Fig. 1: run 1, M3 wires
Scale bar: 20 µm.
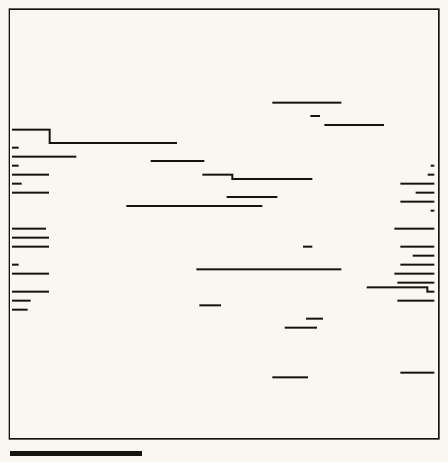
Fig. 2: run 1, placement by cell class
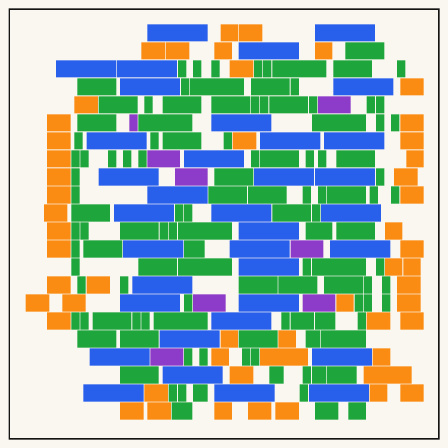
Fig. 3: run 1, where the registers sit
Scale bar: 20 µm. Other sequential cells in the stronger gray, the rest of the logic in the fainter gray.
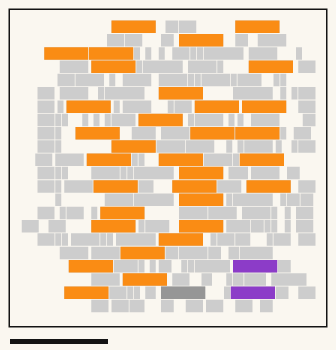
**src/rtl/stream_downsizer_pkg.sv**
```systemverilog
// rtl/stream_downsizer_pkg.sv - sizing helpers shared by the stream downsizer
package stream_downsizer_pkg;

    // Number of bits needed to represent v (0 -> 0)
    function automatic int countbits(input int v);
        int n;
        int x;
        n = 0;
        x = v;
        while (x > 0) begin
            n = n + 1;
            x = x >> 1;
        end
        return n;
    endfunction

    function automatic int max_int(input int a, input int b);
        return (a > b) ? a : b;
    endfunction

endpackage

```
**src/rtl/stream_downsizer.sv**
```systemverilog
// rtl/stream_downsizer.sv - splits each IN_WIDTH word into RATIO OUT_WIDTH chunks, flags the last
// Optional macro STREAM_DOWNSIZER_MSB_FIRST_EN selects MSB-chunk-first order (default LSB first).
module stream_downsizer
    import stream_downsizer_pkg::*;
#(
    parameter int IN_WIDTH = 32,
    parameter int RATIO    = 4
) (
    input  logic                         clk,
    input  logic                         rst_n,
    input  logic [IN_WIDTH-1:0]          in_data,
    input  logic                         in_avail,
    output logic                         in_ready,
    output logic [IN_WIDTH/RATIO-1:0]    out_data,
    output logic                         out_avail,
    input  logic                         out_ready,
    output logic                         out_last
);

    localparam int OUT_WIDTH = IN_WIDTH / RATIO;
    localparam int CW        = max_int(countbits(RATIO - 1), 1);
    localparam logic [CW-1:0] CNT_LAST = CW'(RATIO - 1);

    generate
        if ((IN_WIDTH % RATIO) != 0 || RATIO < 2) begin : g_bad_params
            $error("stream_downsizer: IN_WIDTH must be a multiple of RATIO and RATIO >= 2");
        end
    endgenerate

    logic [IN_WIDTH-1:0] hold_q, hold_d;
    logic [CW-1:0]       cnt_q, cnt_d;
    logic                full_q, full_d;
    logic                in_fire, out_fire, at_last;
    logic [CW-1:0]       sel;

    always_ff @(posedge clk or negedge rst_n) begin
        if (!rst_n) begin
            hold_q <= '0;
            cnt_q  <= '0;
            full_q <= 1'b0;
        end else begin
            hold_q <= hold_d;
            cnt_q  <= cnt_d;
            full_q <= full_d;
        end
    end

    assign at_last  = full_q & (cnt_q == CNT_LAST);
    assign out_fire = full_q & out_ready;
    // Accepting on the last chunk's cycle lets words stream with no bubble
    assign in_ready = ~full_q | (out_fire & at_last);
    assign in_fire  = in_avail & in_ready;

    always_comb begin
        hold_d = hold_q;
        cnt_d  = cnt_q;
        full_d = full_q;
        if (out_fire) begin
            if (at_last) begin
                cnt_d  = '0;
                full_d = 1'b0;
            end else begin
                cnt_d = cnt_q + 1'b1;
            end
        end
        if (in_fire) begin
            hold_d = in_data;
            cnt_d  = '0;
            full_d = 1'b1;
        end
    end

`ifdef STREAM_DOWNSIZER_MSB_FIRST_EN
    assign sel = CNT_LAST - cnt_q;
`else
    assign sel = cnt_q;
`endif

    assign out_data  = hold_q[int'(sel)*OUT_WIDTH +: OUT_WIDTH];
    assign out_avail = full_q;
    assign out_last  = at_last;

endmodule

```
**config.mk**
```make
export PLATFORM = sky130hd
export DESIGN_NAME = stream_downsizer
export DESIGN_NICKNAME = d
export VERILOG_FILES = /design/src/rtl/stream_downsizer_pkg.sv /design/src/rtl/stream_downsizer.sv
export SDC_FILE = /design/constraint.sdc
export NUM_CORES = 1
export LEC_CHECK = 0
export CAP_MARGIN = 25
export CORE_MARGIN = 2
export CORE_UTILIZATION = 55
export CTS_BUF_LIST = sky130_fd_sc_hd__clkbuf_8
export DETAILED_ROUTE_END_ITERATION = 10
export GPL_TIMING_DRIVEN = 1
export PLACE_DENSITY = 0.86
export SYNTH_ARGS = -nofsm -noshare
export SYNTH_HDL_FRONTEND = slang
export SYNTH_SLANG_ARGS = --single-unit
export TNS_END_PERCENT = 20
```
**constraint.sdc**
```tcl
create_clock -name clk -period 2.77 [get_ports clk]
set_clock_uncertainty 0.1 [all_clocks]
set_input_delay 0.6925 -clock clk [delete_from_list [all_inputs] [get_ports clk]]
set_output_delay 0.6925 -clock clk [all_outputs]
set_load 0.05 [all_outputs]
```
==> flow_metrics.env, run 1 <==
# flow metrics
export IMPL_run_status="finished clean"
export IMPL_row_count=22
export IMPL_antenna_violating_nets_post_route=0
export IMPL_pre_cts_slack_ps=322.2
export IMPL_mux_cell_area_share_after_synthesis=0.08905
export IMPL_routed_wl_met2_um=2319
export IMPL_first_global_vias=1527
export IMPL_layout_worst_path_cycle_share=0.8913
export IMPL_synth_flop_count=35
export IMPL_peakVddDrop_v=0.0004215
export IMPL_antenna_cells_inserted=0
export IMPL_max_clock_freq_mhz=405.0
export IMPL_path_max_fanout=10
export IMPL_top_logic_family="AND-OR/OR-AND gates"
export IMPL_grtUsageMet1=0.2761
export IMPL_worst_r2r_setup_slack_ps=700
export IMPL_worst_path_required_ps=1980
export IMPL_worstReg2RegStart="cnt_q[1]"
export IMPL_timing_critical_path_max_delay_family="flip-flops"
export IMPL_post_cts_repair_setup_buffers=0
export IMPL_timing_max_slew_rel_slack=0.6461
export IMPL_die_x_um=64.65
export IMPL_numClockSinks=35
export IMPL_critical_path_depth=3
export IMPL_drtPass1Iterations=4
export IMPL_grt_total_usage=0.2232
export IMPL_design_portCount=47
export IMPL_pin_count_of_the_biggest_net_entering_global_routing=36
export IMPL_clock_latency_ps=280
export IMPL_synth_cellmix_compoundShare=0.2647
export IMPL_grt_antenna_before_repair=0
export IMPL_final_min_clock_period_ps=2469
export IMPL_cts_root_buf="sky130_fd_sc_hd__clkbuf_8"
export IMPL_flow_area_growth_from_synthesis_pct=27.64
export IMPL_xor_area_frac=0
export IMPL_route_detailed_wl_per_inst_um=16.68
export IMPL_worstSetupEndpointType="output port"
export IMPL_synth_cell_type_count=21
export IMPL_die_h_um=64.65
About Fig. 1:
The layer holds 5.8% of the routed length. The layer carries 254 µm of wire.
DR vias: 1,467
Total Routed Length: 4353 µm
met3 Resource Use GR: 0.03646

About Fig. 2:
Purple marks clock drivers and dummy loads, cells 8, share of their area 4.0%. Blue marks flops, cells 35, share of their area 35%. Orange marks other buffers and delay cells, cells 52, share of their area 20%. Green marks combinational and other logic, cells 118, share of their area 41%.

About Fig. 3:
Purple marks cnt_q, sequential cells 2. Orange marks hold_q, sequential cells 32.
Another 1 sequential cells are not colored.

[run 1: area by class of cell]
| type | instances | area [µm²] |
|---|---|---|
| Inverter | 33 | 123.9 |
| Timing Repair Buffer | 52 | 505.5 |
| Tap cell | 48 | 60.06 |
| Fill cell | 263 | 1023 |
| Multi-Input combinational cell | 85 | 917.1 |
| Sequential cell | 35 | 875.8 |
| Clock buffer | 7 | 96.34 |
| Clock inverter | 1 | 3.754 |
[run 1: through the flow]
step                      cells  utilization  instance area (µm²)  power [mW]
after detailed placement    253       0.6884                 2482       2.667
after global routing        261       0.7162                 2582       3.210
after global placement      253       0.6884                 2482       2.589
after CTS                   261       0.7162                 2582       3.072
after floorplan             169            -                 2023       2.241
final                       261       0.7162                 2582       3.057
[run 1: worst min-delay path, stage by stage, from the launching register on]
cell	delay (ps)
sky130_fd_sc_hd__dfrtp_1	370
sky130_fd_sc_hd__inv_1	60
sky130_fd_sc_hd__o32ai_2	80
[run 1: Yosys cell counts, drive strengths merged]
cell | n | share of area
and2 | 1 | 0.0031
mux4 | 8 | 0.089
clkbuf | 4 | 0.0074
and2b | 1 | 0.0037
a31o | 1 | 0.0043
ha | 1 | 0.0062
inv | 33 | 0.061
a21boi | 1 | 0.0056
buf | 12 | 0.049
nand2b | 1 | 0.0031
dfrtp | 35 | 0.43
o32ai | 32 | 0.25
nand2 | 34 | 0.063
or2 | 1 | 0.0031
and3 | 2 | 0.0087
a32o | 1 | 0.0049
nor4bb | 1 | 0.0049
[run 1: flip-flops by register name, summed over array words and instances, names as in the netlist]
name and cells:
hold_q 32, cnt_q 2, out_avail 1
[run 1: where the power goes]
part / internal (mW) / leakage, nW / switching, mW
Clock: 0.223 / 0.0557 / 0.184
Combinational: 0.813 / 0.676 / 0.923
Sequential: 0.760 / 0.424 / 0.155
Total: 1.80 / 1.16 / 1.26
Fig. 4: run 1, placement density heat map
6 x 6 tiles, from white (low) to dark blue (high), 0 to 100% covered.
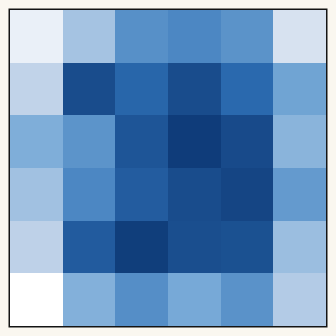

==> inputs of run 2 (changes only) <==
--- a/config.mk
+++ b/config.mk
@@ -7,11 +7,11 @@
 export LEC_CHECK = 0
 export CAP_MARGIN = 25
 export CORE_MARGIN = 2
-export CORE_UTILIZATION = 55
-export CTS_BUF_LIST = sky130_fd_sc_hd__clkbuf_8
+export CORE_UTILIZATION = 54
+export CTS_BUF_LIST = sky130_fd_sc_hd__clkbuf_8 sky130_fd_sc_hd__clkbuf_16
 export DETAILED_ROUTE_END_ITERATION = 10
 export GPL_TIMING_DRIVEN = 1
-export PLACE_DENSITY = 0.86
+export PLACE_DENSITY = 0.84
 export SYNTH_ARGS = -nofsm -noshare
 export SYNTH_HDL_FRONTEND = slang
 export SYNTH_SLANG_ARGS = --single-unit
Fig. 5: run 2, placement density heat map
7 x 7 tiles, from white (low) to dark blue (high), 0 to 100% covered.
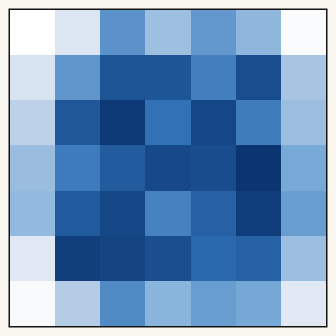
39% of the tiles are over 75% full. 2.0% of the tiles are nearly empty. The emptiest ninth of the die: north-west. The fullest tile reaches 98%. The mean over all tiles is 60%. The densest ninth of the die: center.

Fig. 6: run 2, cell outlines without signal wires
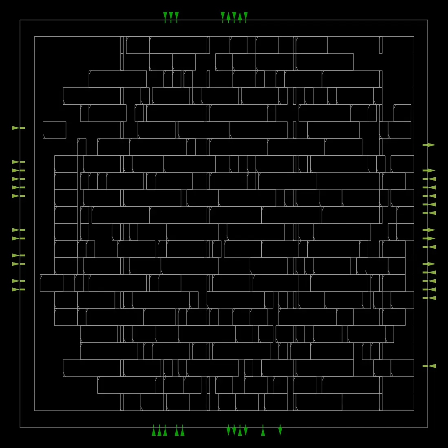
final sequential cell count: 35
flop share of the area: 0.3382
final cell count without fillers: 262
Std-Cell Core Area: 0.003633 mm²
fill count: 279

Fig. 7: run 2, placement by cell class
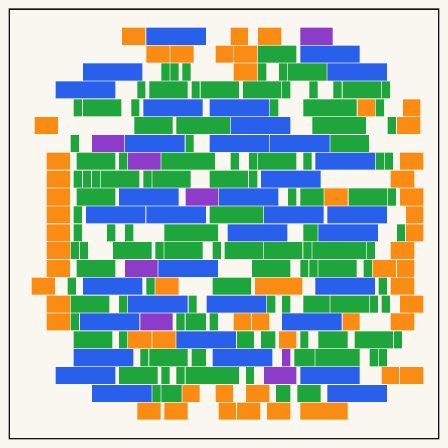
Orange marks other buffers and delay cells, cells 53, share of their area 20%. Purple marks clock drivers and dummy loads, cells 8, share of their area 4.0%. Green marks combinational and other logic, cells 118, share of their area 41%. Blue marks flops, cells 35, share of their area 35%.
fraction of the core area covered by cells at the end of the flow: 0.7128
row count: 22
post-route cell area: 0.002590 mm²

==> flow_metrics.env, run 2 <==
# flow metrics
export IMPL_power_total_mw=3.081
export IMPL_post_cts_repair_setup_buffers=0
export IMPL_cellInternalPower_mw=1.814
export IMPL_worst_path_required_ps=1980
export IMPL_route_detailed_wl_per_inst_um=16.59
export IMPL_antenna_violating_nets_post_route=0
export IMPL_pin_count_of_the_biggest_net_entering_global_routing=36
export IMPL_switching_power_mw=1.267
export IMPL_layout_worst_path_cycle_share=0.9105
export IMPL_synth_top_area_share=0.4329
export IMPL_postRouteWirelength_um=4347
export IMPL_seq_power_share=0.307
export IMPL_grt_antenna_before_repair=0
export IMPL_netlist_top_cells_area="sky130_fd_sc_hd__dfrtp_1 (43%), sky130_fd_sc_hd__o32ai_2 (24%), sky130_fd_sc_hd__mux4_2 (8.9%)"
export IMPL_asyncSetResetFlopFracSynth=1.000
export IMPL_antenna_cells_inserted=0
export IMPL_design_portCount=47
export IMPL_numClockSinks=35
export IMPL_edf_count=0
export IMPL_synth_cell_type_count=21
export IMPL_clock_power_share=0.131
export IMPL_max_reg_flops=32
export IMPL_path_max_fanout=6
export IMPL_timing_max_slew_rel_slack=0.6432
export IMPL_pre_cts_slack_ps=302.0
export IMPL_final_min_clock_period_ps=2522
export IMPL_worstSetupEndpointType="output port"
export IMPL_reg_with_most_ffs="hold_q"
export IMPL_cts_root_buf="sky130_fd_sc_hd__clkbuf_8"
export IMPL_net_switching_fraction_of_the_power=0.4113
export IMPL_first_global_vias=1570
export IMPL_drtPass1Iterations=4
export IMPL_synthTopCellsByCount="sky130_fd_sc_hd__dfrtp_1 (35), sky130_fd_sc_hd__nand2_1 (34), sky130_fd_sc_hd__inv_1 (33)"
export IMPL_dpl_cell_area_mm2=0.002490
export IMPL_ys_dominant_reg_cell="sky130_fd_sc_hd__dfrtp_1"
export IMPL_max_clock_freq_mhz=396.5
export IMPL_netlist_top_cell_by_instances="sky130_fd_sc_hd__dfrtp_1"
export IMPL_die_x_um=65.21
export IMPL_clock_latency_ps=290
export IMPL_flow_area_growth_from_synthesis_pct=28.01
export IMPL_routed_via_count=1477
export IMPL_die_h_um=65.21
export IMPL_grt_total_usage=0.2342
export IMPL_synth_flop_count=35
export IMPL_peakVddDrop_v=0.0004718
export IMPL_run_status="finished clean"
## run 2: cell counts after synthesis
No cell type changed its count.
## run 2: final cells by class
cell class / count / area, µm²
Clock buffer: 7 / 96.34
Clock inverter: 1 / 3.754
Fill cell: 279 / 1044
Inverter: 33 / 123.9
Multi-Input combinational cell: 85 / 917.1
Sequential cell: 35 / 875.8
Tap cell: 48 / 60.06
Timing Repair Buffer: 53 / 513.0
## run 2: layer usage
layer	up-vias	global-route usage	routed length (µm)
li1	681	-	-
met1	734	0.2933	1806
met2	50	0.3916	2185
met3	12	0.06164	258
met4	0	0.08594	97
met5	-	0	0
## run 2: path summary, 6_finish.rpt
kind	cells after the start	slack, ps	startpoint	to
max	3	250	cnt_q[0]	out_data[7]
min	2	450	hold_q[12]	hold_q[12]
max reg2reg	3	720	cnt_q[1]	hold_q[11]
min reg2reg	2	450	hold_q[12]	hold_q[12]
max in group asynchronous	2	1550	rst_n	hold_q[21]
min in group asynchronous	2	720	rst_n	cnt_q[1]
## run 2: cell families (layout without fill, tap and decap cells)
kind of cell,count (synthesis),count (layout),synth area share
buffers and inverters,49,94,0.1175
and+or+nand+nor,41,41,0.08968
AOI/OAI and AO/OA,35,35,0.2647
DFF,35,35,0.4329
muxes,8,8,0.08905
adders and majority gates,1,1,0.006183
## run 2: critical path, delay by kind of cell, from the launching register on
family   cells  cell delay (ps)
flops        1              540
buf+inv      2              390
mux          1              510
## run 2: power by group through the flow
| stage | clock, mW | combinational (mW) | sequential, mW |
|---|---|---|---|
| 6_report | 0.403 | 1.73 | 0.944 |
| 5_1_grt | 0.439 | 1.84 | 0.980 |
| 4_1_cts | 0.409 | 1.75 | 0.942 |
| 3_5_place_dp | 0 | 1.74 | 0.952 |
| 3_3_place_gp | 0 | 1.69 | 0.923 |
| 2_1_floorplan | 0 | 1.38 | 0.862 |
Fig. 8: run 2, M3 wires
Scale bar: 20 µm.
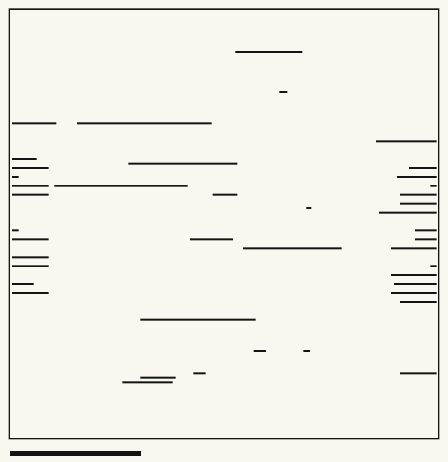

==> inputs of run 3 (changes only) <==
--- a/config.mk
+++ b/config.mk
@@ -6,12 +6,11 @@
 export NUM_CORES = 1
 export LEC_CHECK = 0
 export CAP_MARGIN = 25
-export CORE_MARGIN = 2
-export CORE_UTILIZATION = 54
+export CORE_UTILIZATION = 50
 export CTS_BUF_LIST = sky130_fd_sc_hd__clkbuf_8 sky130_fd_sc_hd__clkbuf_16
 export DETAILED_ROUTE_END_ITERATION = 10
 export GPL_TIMING_DRIVEN = 1
-export PLACE_DENSITY = 0.84
+export PLACE_DENSITY = 0.79
 export SYNTH_ARGS = -nofsm -noshare
 export SYNTH_HDL_FRONTEND = slang
 export SYNTH_SLANG_ARGS = --single-unit
==> constraint.sdc (replaced) <==
create_clock -name clk -period 2.43 [get_ports clk]
set_clock_uncertainty 0.1 [all_clocks]
set_input_delay 0.6075 -clock clk [delete_from_list [all_inputs] [get_ports clk]]
set_output_delay 0.6075 -clock clk [all_outputs]
set_load 0.05 [all_outputs]
Fig. 9: run 3, M3 wires
Scale bar: 20 µm.
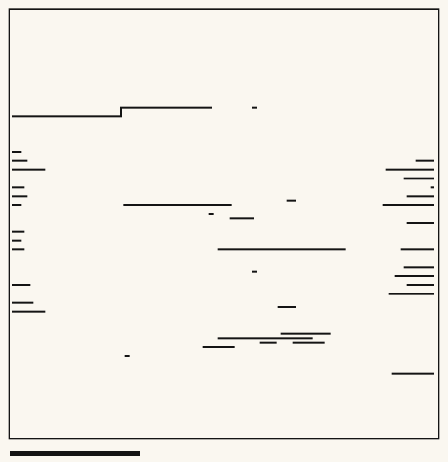
The wires run mostly horizontal. 34 nets have wire on it. The layer holds 4.5% of the routed length. The layer carries 197 µm of wire.
Total Routed Length: 4374 µm
met3 Resource Use GR: 0.03993
DR vias: 1,474

Fig. 10: run 3, where the registers sit
Scale bar: 20 µm. Other sequential cells in the stronger gray, the rest of the logic in the fainter gray.
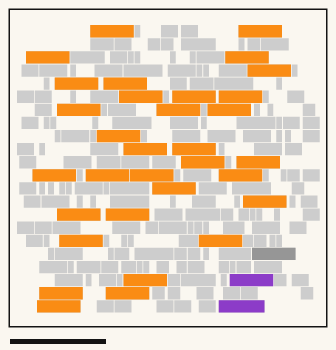
Purple marks cnt_q, sequential cells 2. Orange marks hold_q, sequential cells 32, where spread over the die.
Another 1 sequential cells are not colored.
Register Area: 877.1 µm²
fraction of the core area covered by cells at the end of the flow: 0.6964

Fig. 11: run 3, placement density heat map
7 x 7 tiles, from white (low) to dark blue (high), 0 to 100% covered.
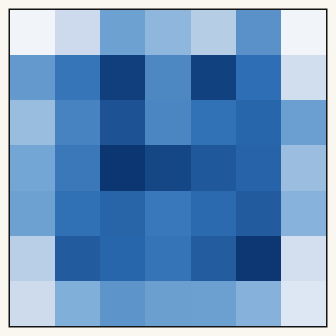
The densest ninth of the die: center. The fullest tile reaches 98%. 31% of the tiles are over 75% full.
initial core utilization: 0.5365
Std-Cell Core Area: 0.003771 mm²

==> flow_metrics.env, run 3 <==
# flow metrics
export IMPL_run_status="finished clean"
export IMPL_routed_wl_met2_um=2211
export IMPL_m1WireLength_um=1884
export IMPL_clock_latency_ps=280
export IMPL_synth_flop_count=35
export IMPL_synth_adder_area_share=0.006184
export IMPL_reg_with_most_ffs="hold_q"
export IMPL_pre_cts_slack_ps=124.5
export IMPL_synthTopCellsByCount="sky130_fd_sc_hd__dfrtp_1 (35), sky130_fd_sc_hd__nand2_1 (34), sky130_fd_sc_hd__inv_1 (33)"
export IMPL_finalNonFillerCells=264
export IMPL_peakVddDrop_v=0.0006385
export IMPL_asyncSetResetFlopFracSynth=1.000
export IMPL_drtPass1Iterations=4
export IMPL_startpoint="out_ready"
export IMPL_max_reg_flops=32
export IMPL_placed_cells=257
export IMPL_switching_power_mw=1.433
export IMPL_timing_max_slew_rel_slack=0.6727
export IMPL_mux_cell_area_share_after_synthesis=0.08905
export IMPL_synth_cell_type_count=21
export IMPL_numClockSinks=35
export IMPL_clock_power_share=0.123
export IMPL_netlist_top_cell_by_instances="sky130_fd_sc_hd__dfrtp_1"
export IMPL_antenna_cells_inserted=0
export IMPL_top_logic_family="AND-OR/OR-AND gates"
export IMPL_cellInternalPower_mw=2.036
export IMPL_worstReg2RegStart="cnt_q[0]"
[run 3: metal layers]
metal,GRT usage,vias to the layer above
met5,0,-
met3,0.03993,9
met1,0.2930,732
li1,-,686
met2,0.4008,47
met4,0.08967,0
[run 3: timing repair]
| item | CTS | global route |
|---|---|---|
| resized | 0 | 1 |
| endpoints found under the setup margin | 0 | 2 |
| setup buffers | 0 | 0 |
| hold buffers | 0 | 0 |
[run 3: cell families (layout without fill, tap and decap cells)]
kind of cell    after synthesis  after routing
mux                           8              8
compound gates               35             35
buf+inv                      49             96
simple gates                 41             41
flops                        35             35
fa+ha+maj                     1              1
[run 3: power groups by stage]
stage / registers [mW] / clock network (mW) / logic [mW]
floorplan: 0.983 / 0 / 1.57
global placement: 1.03 / 0 / 1.96
detailed placement: 1.06 / 0 / 2.02
CTS: 1.04 / 0.435 / 2.02
global route: 1.09 / 0.456 / 2.11
finish: 1.05 / 0.425 / 2.00
[run 3: worst max-delay path, cell delays in order]
cell,delay [ps]
sky130_fd_sc_hd__clkdlybuf4s50_1,520
sky130_fd_sc_hd__a21boi_4,240
sky130_fd_sc_hd__inv_1,70
sky130_fd_sc_hd__buf_4,190
[run 3: layout make-up]
type / instances / area [µm²]
Clock inverter: 1 / 5.005
Inverter: 33 / 123.9
Timing Repair Buffer: 56 / 560.5
Fill cell: 268 / 1145
Clock buffer: 6 / 82.58
Tap cell: 48 / 60.06
Sequential cell: 35 / 877.1
Multi-Input combinational cell: 85 / 917.1
[run 3: stage by stage]
step           hold slack [ps]  area (µm²)  power [mW]    util
3_3_place_gp             426.2        2537       2.990  0.6729
3_5_place_dp             448.3        2537       3.072  0.6729
5_1_grt                  480.0        2626       3.651  0.6964
2_1_floorplan            211.9        2023       2.554       -
4_1_cts                  459.3        2625       3.498  0.6961
6_report                 453.9        2626       3.469  0.6964
No activity file was given, so power comes from the tool's default toggle rates.
